placement.png
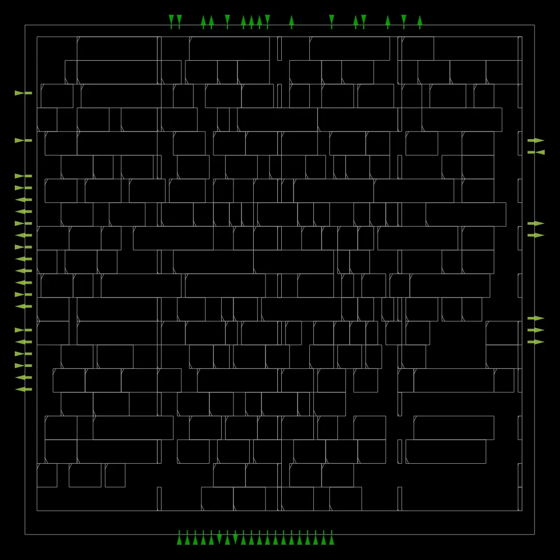
io_fan.png
(4 px per µm)
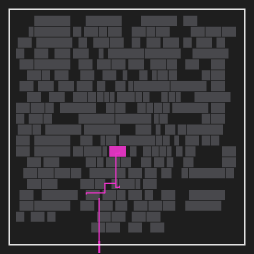
sizes.png
(8 px per µm)
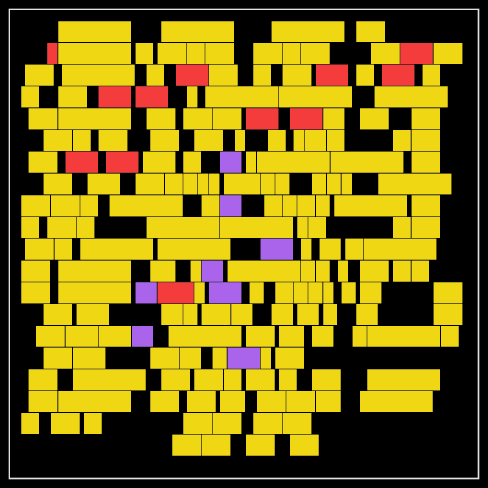
logic_types.png
(8 px per µm)
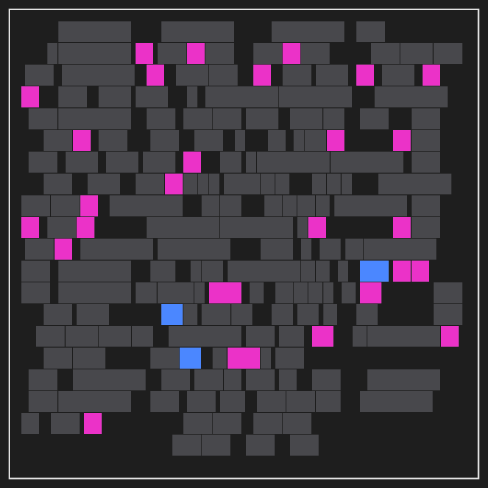
io_placement.png
(8 px per µm) Pins as bars across the die edge, other pins in gray.
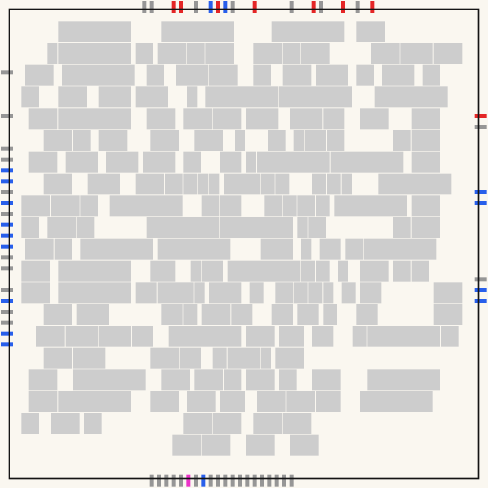
Design oam_dma, sky130hd; sources not shown.
==> reports/results.txt <==
Reg power frac -> 0.442
Post-Route Setup TNS -> 0 ns
hold buffers post-CTS -> 0
Period minus WS final -> 3.258 ns
Critical path buffers and inverters -> 3
GRT Total Usage -> 0.2305
DR vias -> 1,265
Slew HR -> 0.5545
largest net degree at the start of global routing -> 29
fmax -> 306.9 MHz
WP depth -> 5
# placed instances -> 237
Seq/Total Area, Yosys -> 0.4882
Biggest Area Class -> registers
CP required -> 2.87 ns
VDD IR-drop max -> 0.2476 mV
synthesized area per cell -> 10.71 µm²
Logic power comb -> 500 µW
routing usage on met3 -> 0.03297
met2 capacity usage during global routing -> 0.4269
synth cell count leaders -> dfrtp_1, and2_1, mux2_2
simple share -> 0.2589
Crit. End Element -> output port
first-pass GRT wire length -> 6078 µm
most frequent cells in the layout -> clkdlybuf4s50_1, dfrtp_1, and2_1
combinational share of power -> 0.452
RSZ-0062 raised after global routing -> false
clk_lat worst skew -> 0.32 ns
comb. cell area -> 696.9 µm²
total power -> 1104 µW
PwrDens -> 520.4 mW/mm²
DR iter-0 viols -> 51
flops out of synthesis -> 28
Metal-1 WL -> 1429 µm
slowest cell on the critical path -> clkdlybuf4s50_1
drc violations -> 0
GRT overflow -> 0
CP top delay family -> buffers and inverters
Log Warnings -> 25
clock power share -> 0.106
top cells, area -> dfrtp_1, and2_1, mux2_2
share of post-route cells with drive strength above 1 -> 0.1020
Distinct cells, synth -> 30
met2 wire length -> 1859 µm
EDFF count, synth -> 0
routed wl met3 -> 185 µm
drt total wl -> 3493 µm
clock network power -> 117 µW
Pre-antenna DRT Iters -> 4
status -> completed
Max FO, Critical Path -> 17
CTS Buf Count -> 3
final hold violations -> 0
yosys adder share -> 0.008718
Avg WL per Cell -> 14.55 µm
final-layout clock buffer total -> 3
Post-DP Area -> 0.002100 mm²
Pins Over Slew Limit -> 0
# resized after CTS -> 0
P_leak -> 0.0008761 µW
# diodes -> 0
Largest Pwr Group -> combinational cells
area share, top type -> 0.4882
fin crit share -> 0.8355
area of the core -> 0.003028 mm²
via/cell ratio -> 5.271
max_cap viols -> 0
Least-Margin Pin Slew -> 0.6637 ns
antenna-violating nets left -> 0
TritonCTS clock tree -> done
CTS sink cnt -> 28
vias in the first global route -> 1,354
Seq power -> 488 µW
XOR Share, Synth -> 0.006103
Mux area share -> 0.1255
Flop area -> 700.7 µm²
Chip Area -> 0.003419 mm²
most frequent cell after synthesis -> dfrtp_1
max layer used -> met4
Final Util -> 0.7008
nets -> 235
Final Setup Violations -> 0
pre-CTS WS -> 0.9294 ns
Seq cells -> 28
Cells after Synth -> 134
fraction of the mapped netlist area in compound gates -> 0.08631
crit path cell chain -> nor3b_2 -> buf_4 -> inv_1 -> and2_1 -> clkdlybuf4s50_1
WHS Path Cells -> 1
grt peak-use layer -> met2
yosys cell count -> 134
clock root cell -> clkbuf_4
Init Core Util -> 0.4740
Final clock-cell share -> 0.01061
Startpoint Class -> flop
CP max stage delay -> 0.50 ns
YS warnings -> 0
met1 Usage GRT -> 0.2807
GP Congestion -> 0.7423
clock slew at reported path FFs -> 0.13 ns
switching pwr -> 388.0 µW
Dominant comb cell -> simple AND/OR/NAND/NOR gates
fraction of registers with async set/reset -> 1.000
Dominant flop cell -> dfrtp_1
initial antenna violation count -> 0
area reported by Yosys stat -> 0.001435 mm²
Final HPWL DP -> 2661 µm
post-CTS setup buffers -> 0
non-clk buf share -> 0.2995
worst hold slack -> 0.4654 ns
clk buf depth -> 2
HP Class -> reg2reg
r2r worst-path depth -> 4
flop-to-flop setup slack -> 1.72 ns
multi-input gates -> 98
internal power -> 716.4 µW
sw frac -> 0.3513
H-tree depth -> 1
cell area after synthesis -> 0.001435 mm²
Setup CP Type -> reg2out
post-synth top area cell -> dfrtp_1
Arr. time, crit path -> 2.23 ns
Non-Clock Inverter Count -> 3
About placement.png:
Cell Rows: 20
FILL cells: 252
flop share of the area: 0.3302
n_taps: 44
fin cells: 240

About io_fan.png:
magenta -> `dma_hijack`  # bits 1, direction output, end cells 1, buffers 1, wire 32.2 µm
Top Ports: 63
I/O Buffers: 62

About sizes.png:
purple -> _3 and _4 cells  # cells 8
red -> _2 cells  # cells 12
yellow -> _0 and _1 cells  # cells 176
final worst setup slack: 0.6415 ns
fin area: 0.002122 mm²
Area growth syn-to-layout: 47.86%
non-clock buffer count: 64

About logic_types.png:
blue -> non-inverting ao/oa cells  # cells 3, most used o21a_1
magenta -> and/or cells  # cells 27, most used and2_1
Top cell excl fill/tap: clkdlybuf4s50_1
Comb/total area: 0.3284

About io_placement.png:
blue -> `dma_addr`  # pins 16, direction output, edge 9 west, 4 east, 2 north, 1 south
magenta -> `dma_hijack`  # pins 1, direction output, edge south
red -> `dma_dout`  # pins 8, direction output, edge 7 north, 1 east
height of the die: 58.47 µm
Die Wd: 58.47 µm

Power and IR drop assume default switching activity.
